**src/rtl/alu_ex_stage.sv**
```systemverilog
// Execute stage: single-cycle ALU ops plus an iterative shifter, with a held output register.
// Define ALU_SLTU_EN to build the unsigned set-less-than (op 7); otherwise op 7 yields 0.
module alu_ex_stage #(
  parameter int SHIFT_PER_CYCLE = 1
) (
  input  logic        clk,
  input  logic        reset,
  input  logic        in_valid,
  output logic        in_ready,
  input  logic [3:0]  op,
  input  logic [31:0] busA,
  input  logic [31:0] busB,
  input  logic [4:0]  shamt,
  input  logic [4:0]  rd,
  input  logic        flush,
  output logic        out_valid,
  input  logic        out_ready,
  output logic [31:0] busOut,
  output logic [4:0]  out_rd,
  output logic        ovf,
  output logic        zero
);

  typedef enum logic {IDLE, SHIFT} state_t;

  localparam logic [4:0] SPC = 5'(SHIFT_PER_CYCLE);

  state_t      state_q, state_d;
  logic [31:0] sh_val_q, sh_val_d;
  logic [4:0]  sh_rem_q, sh_rem_d;
  logic [3:0]  sh_op_q, sh_op_d;
  logic [4:0]  sh_rd_q, sh_rd_d;
  logic        out_valid_q, out_valid_d;
  logic [31:0] bus_q, bus_d;
  logic [4:0]  rd_q, rd_d;
  logic        ovf_q, ovf_d;
  logic        zero_q, zero_d;

  logic        accept, load, ld_ovf;
  logic [31:0] ld_res;
  logic [4:0]  ld_rd, step;

  function automatic logic is_shift(input logic [3:0] f_op);
    return (f_op == 4'd8) || (f_op == 4'd9) || (f_op == 4'd10);
  endfunction

  // Returns {ovf, result}; shift ops only get here with a zero shift amount.
  function automatic logic [32:0] alu_eval(input logic [3:0] f_op,
                                           input logic signed [31:0] a,
                                           input logic signed [31:0] b);
    logic signed [31:0] sum, diff;
    logic ovf_add, ovf_sub, v;
    logic [31:0] res;
    sum     = a + b;
    diff    = a - b;
    ovf_add = (a[31] == b[31]) && (sum[31] != a[31]);
    ovf_sub = (a[31] != b[31]) && (diff[31] != a[31]);
    v       = 1'b0;
    case (f_op)
      4'd0:    begin res = sum;  v = ovf_add; end
      4'd1:    begin res = diff; v = ovf_sub; end
      4'd2:    res = a & b;
      4'd3:    res = a | b;
      4'd4:    res = a ^ b;
      4'd5:    res = ~(a | b);
      4'd6:    res = {31'b0, diff[31] ^ ovf_sub};
`ifdef ALU_SLTU_EN
      4'd7:    res = {31'b0, $unsigned(a) < $unsigned(b)};
`endif
      4'd8, 4'd9, 4'd10: res = b;
      default: res = '0;
    endcase
    return {v, res};
  endfunction

  function automatic logic [31:0] shift_step(input logic [3:0] f_op,
                                             input logic [31:0] v,
                                             input logic [4:0] amt);
    logic signed [31:0] vs;
    vs = $signed(v);
    case (f_op)
      4'd8:    return v << amt;
      4'd9:    return v >> amt;
      default: return vs >>> amt;
    endcase
  endfunction

  always_comb begin
    state_d     = state_q;
    sh_val_d    = sh_val_q;
    sh_rem_d    = sh_rem_q;
    sh_op_d     = sh_op_q;
    sh_rd_d     = sh_rd_q;
    out_valid_d = out_valid_q;
    bus_d       = bus_q;
    rd_d        = rd_q;
    ovf_d       = ovf_q;
    zero_d      = zero_q;
    load        = 1'b0;
    ld_res      = '0;
    ld_rd       = '0;
    ld_ovf      = 1'b0;
    step        = (sh_rem_q < SPC) ? sh_rem_q : SPC;

    in_ready = !reset && !flush && (state_q == IDLE) && (!out_valid_q || out_ready);
    accept   = in_valid && in_ready;

    if (state_q == SHIFT) begin
      sh_val_d = shift_step(sh_op_q, sh_val_q, step);
      sh_rem_d = sh_rem_q - step;
      if (sh_rem_d == 5'd0) begin
        load    = 1'b1;
        ld_res  = sh_val_d;
        ld_rd   = sh_rd_q;
        state_d = IDLE;
      end
    end else if (accept) begin
      if (is_shift(op) && (shamt != 5'd0)) begin
        sh_val_d = busB;
        sh_rem_d = shamt;
        sh_op_d  = op;
        sh_rd_d  = rd;
        state_d  = SHIFT;
      end else begin
        load             = 1'b1;
        {ld_ovf, ld_res} = alu_eval(op, busA, busB);
        ld_rd            = rd;
      end
    end

    // Output register: a new load wins over a drain in the same edge.
    if (load) begin
      out_valid_d = 1'b1;
      bus_d       = ld_res;
      rd_d        = ld_rd;
      ovf_d       = ld_ovf;
      zero_d      = (ld_res == 32'd0);
    end else if (out_ready) begin
      out_valid_d = 1'b0;
    end

    if (flush) begin
      out_valid_d = 1'b0;
      state_d     = IDLE;
    end
  end

  always_ff @(posedge clk) begin
    if (reset) begin
      state_q     <= IDLE;
      out_valid_q <= 1'b0;
      bus_q       <= '0;
      rd_q        <= '0;
      ovf_q       <= 1'b0;
      zero_q      <= 1'b0;
    end else begin
      state_q     <= state_d;
      out_valid_q <= out_valid_d;
      bus_q       <= bus_d;
      rd_q        <= rd_d;
      ovf_q       <= ovf_d;
      zero_q      <= zero_d;
    end
  end

  always_ff @(posedge clk) begin
    sh_val_q <= sh_val_d;
    sh_rem_q <= sh_rem_d;
    sh_op_q  <= sh_op_d;
    sh_rd_q  <= sh_rd_d;
  end

  assign out_valid = out_valid_q;
  assign busOut    = bus_q;
  assign out_rd    = rd_q;
  assign ovf       = ovf_q;
  assign zero      = zero_q;

endmodule
```
**config.mk**
```make
export PLATFORM = sky130hd
export DESIGN_NAME = alu_ex_stage
export DESIGN_NICKNAME = d
export VERILOG_FILES = /design/src/rtl/alu_ex_stage.sv
export SDC_FILE = /design/constraint.sdc
export NUM_CORES = 1
export LEC_CHECK = 0
export CAP_MARGIN = 15
export CORE_MARGIN = 3
export CORE_UTILIZATION = 30
export CTS_BUF_LIST = sky130_fd_sc_hd__clkbuf_8
export DETAILED_ROUTE_END_ITERATION = 6
export PLACE_DENSITY = 0.5
export SLEW_MARGIN = 30
export SYNTH_ARGS = -nofsm -noshare
export SYNTH_HDL_FRONTEND = slang
export SYNTH_SLANG_ARGS = --single-unit
```
**constraint.sdc**
```tcl
create_clock -name clk -period 5.9 [get_ports clk]
set_input_delay 1.77 -clock clk [delete_from_list [all_inputs] [get_ports clk]]
set_output_delay 1.77 -clock clk [all_outputs]
set_load 0.1 [all_outputs]
```
Figure 1. Routing congestion map.
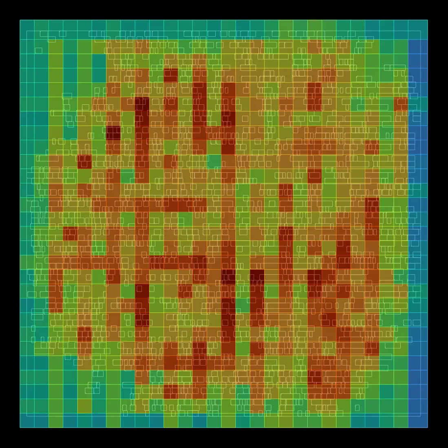
M3 GR Usage: 5.62%
met1 GRT Util: 39.0%
Final Util: 45.4%
GRT Total Usage: 27.4%

Figure 2. Signal wires on met2.
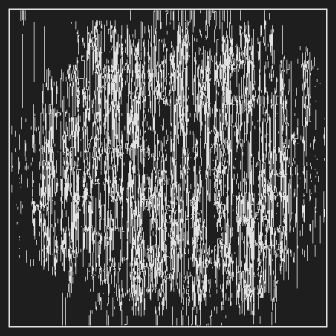
nets with wire on the layer: 1,644
main direction: vertical
wire length on this layer: 23.5 mm
share of all routed wire: 43%
longest straight run: 97.9 um

Figure 3. Met1 routing.
The bar under the picture is 50 um long.
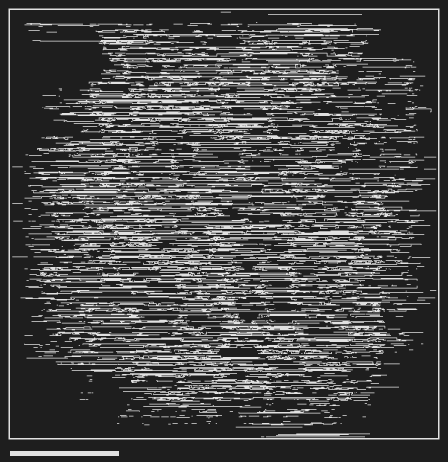
wire length on this layer: 25.3 mm
nets with wire on the layer: 1,864
share of all routed wire: 47%
longest straight run: 82.8 um
main direction: horizontal

Figure 4. Placement density heat map.
The bar under the picture is 50 um long. The die is cut into 20 by 20 equal tiles; black is low, pale yellow is high, 0 to 100% covered.
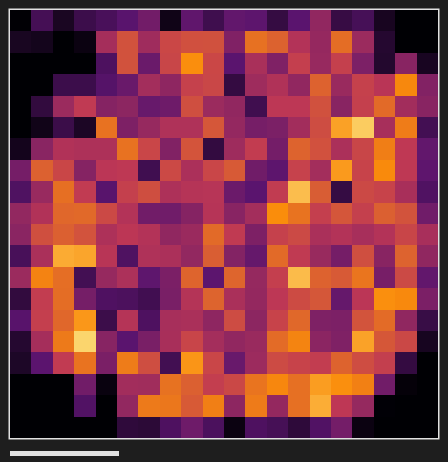
fullest tile: 91%
tiles over 75% full: 4.3%
densest ninth of the die: right middle
emptiest ninth of the die: top left
nearly empty tiles: 8.7%

==> results.yml <==
# physical design summary
outcome:
  outcome: "finished with violations"
  failed_checks: "setup timing"
detailed_routing:
  routed_wl_um: 54200
  dr.pass1.iters: 5
  drc: 0
  wl_per_cell_um: 23.4
  via_per_inst: 5.65
  ant_nets: 0
  drtIter0Drc: 1322
  dr_total_vias: 13100
global_route:
  antenna_found_initial: 6
  grt_max_degree: 41
  first_global_vias: 12700
  grt_first_pass_wirelength_um: 80500
  grt.overflow.total: 0
setup_path:
  arrival_ps: 6490
  cpPeakStageDelay_ps: 570
  required_ps: 6210
  r2r_slack_ps: 1490
  crit_top_cell: "buf_4"
  cp-start-kind: "input port"
  crit_path_end_kind: "register"
  cp_top_family: "AND-OR/OR-AND gates"
  crit_type: "in -> reg"
  cp_num_cells: 26
  cp_max_fo: 3
  cp_slowest_cell: "o311ai_0"
  path_buffers: 15
  ff2ff_path_depth: 12
power_and_ir_drop:
  p_sw_share_pct: 39.4
  switchingPower_uw: 873
  p_seq_share_pct: 29.6
  internal_power_uw: 1340
  power.total_uw: 2220
  irDropWorstVdd_mv: 0.104
  p_per_area_nw_per_um2: 140
  p_comb_share_pct: 50.0
  p_clk_share_pct: 20.4
  p_leak_uw: 0.00648
run:
  maxCapViolCount: 0
  warning_count: 106
die:
  dieWidth_um: 196
  coreArea_um2: 35000
  fp_util_pct: 30.9
  rows: 68
  die.size.y_um: 196
  die_area_um2: 38300
hold_path:
  hold_path_depth: 2
  hold_path_class: "reg -> reg"
clocking:
  ctsLongestPathBuffers: 2
  cts_sinks: 87
  cts-root-buf: "clkbuf_8"
  numCtsBuffers: 9
  insertion_delay_ps: 390
  cts_tree: "done"
  htreeDepth: 3
synth:
  yosys_warnings: 0
  synth_area_um2: 10800
  ys_cells: 1446
  synth_area_leader_cell: "ha_1"
  yosysSeqAreaShare_pct: 20.4
  top_area_share_pct: 12.9
  synthFlopType: "edfxtp_1"
  synth-edff-count: 46
  syn_nets: 1643
  ys_types: 82
  synthTopCellsByArea: "ha_1, edfxtp_1, dfxtp_1"
  async_flop_share_pct: 0
  avgSynthCellArea_um2: 7.46
  ys.flops: 87
  netlist_instances: 1446
  yosysChipArea_um2: 10800
finish:
  fin_nets: 2056
  fill_cells: 3546
  antennaDiodeCount: 0
  final_cell_mix: "buf_4, a21oi_1, nand2_1"
  final_common_cell: "buf_4"
  drive_gt1_share_pct: 30.3
  syn2layout_area_growth_pct: 47.1
final_timing:
  layout_setup_ws_ps: -286
  relSlewSlack_pct: 31.0
  clock_skew_ps: 16.5
  report.final.setup_viol: 1
  rsz0062_at_grt: "yes"
  maxSlewViolCount: 0
  setup-tns-final_ps: -286
  max_freq_mhz: 162
  hold_viol: 0
  tightest_slew_ps: 1030
  period_used_pct: 105
place:
  hpwl_um: 43300
  gp_congestion: 0.976
  place_inst: 2277
  port_buffers: 123
final cells by class:
type | count | area (um^2) | share of cell area (%)
Inverter | 99 | 389 | 2.45
Multi-Input combinational cell | 1159 | 8390 | 52.9
Timing Repair Buffer | 503 | 4110 | 25.9
Tap cell | 455 | 569 | 3.59
Sequential cell | 87 | 2200 | 13.9
Clock inverter | 6 | 68.8 | 0.434
Clock buffer | 10 | 138 | 0.867
worst reg2reg max path, stage by stage (launching register included):
cell	delay, ps
edfxtp_1	460
nor4b_2	740
mux2i_1	310
a211oi_1	230
a2111o_1	500
a211o_1	280
o32a_1	340
o41a_1	180
nor4_1	300
buf_4	170
nand4_1	60
or4b_4	540
o31ai_2	240
synthesized netlist by cell type (all sizes together) (6+ instances only):
cell       n
a21oi    152
nand2    136
nor2     122
ha       111
inv       98
o21ai     86
clkbuf    84
edfxtp    46
dfxtp     41
mux2i     39
nor3      33
a211oi    32
o211ai    27
nand3     25
a22oi     23
nand4     20
buf       17
nand2b    17
o31ai     16
o221ai    15
or2       15
nor2b     14
nor4      14
or3       13
a2111oi   12
a211o     12
o21bai    12
or4       12
a31oi     11
a221oi    10
mux2      10
o21a      10
o22ai     10
nor3b      9
nor4b      9
a21o       8
a221o      7
and3       7
and4       7
o2111ai    7
o31a       7
a222oi     6
and2       6
o311ai     6
xnor2      6
sequential cells by signal, summed over array words and instances, names as in the netlist:
| name | flops |
|---|---|
| out_valid | 1 |
| sh_rd_q | 5 |
| out_rd | 5 |
| sh_rem_q | 5 |
| sh_val_q | 32 |
| zero | 1 |
| ovf | 1 |
| sh_op_q | 4 |
| busOut | 32 |
| state_q | 1 |
layer usage:
layer  vias up  track usage, %  share of wire [%]
met5         -               0              0.076
met4         6            7.02                2.2
met3        78            5.62                7.9
met2       522            42.1                 43
met1      6260            39.0                 47
li1       6230               -                  -
final timing paths:
kind,start,endpoint
setup reg to reg,sh_op_q[0],zero
setup / recovery,busB[10],zero
hold / removal,out_rd[1],out_rd[1]
hold reg to reg,out_rd[1],out_rd[1]
through the flow:
stage	setup slack, ps	cell area (um^2)	util [%]
3_5_place_dp	-1360	15100	43.1
2_1_floorplan	11.7	10900	-
4_1_cts	-286	15800	45.1
3_3_place_gp	-1170	15100	43.2
5_1_grt	-434	15900	45.4
6_report	-286	15900	45.4
cells by family after synthesis:
kind of cell               share of synthesized area, %
AOI/OAI and AO/OA                                  32.0
and+or+nand+nor                                    21.9
buffers and inverters                              7.09
adders and majority gates                          13.4
DFF                                                20.4
muxes                                              4.66
xor gates and xnor gates                          0.487
power by group through the flow:
stage	combinational, uW	sequential [uW]	clock [uW]
global route	1180	657	483
finish	1110	656	453
floorplan	445	716	0
CTS	1070	656	464
detailed placement	1010	669	0
global placement	1010	669	0
timing repair:
action                                  CTS  global route
pin swaps                                44            28
endpoints found under the setup margin    2             2
hold buffers                              0             0
buffers inserted                         22             4
resized                                 205            29
hold endpoints to repair                  0             0
Power and IR drop assume default switching activity.
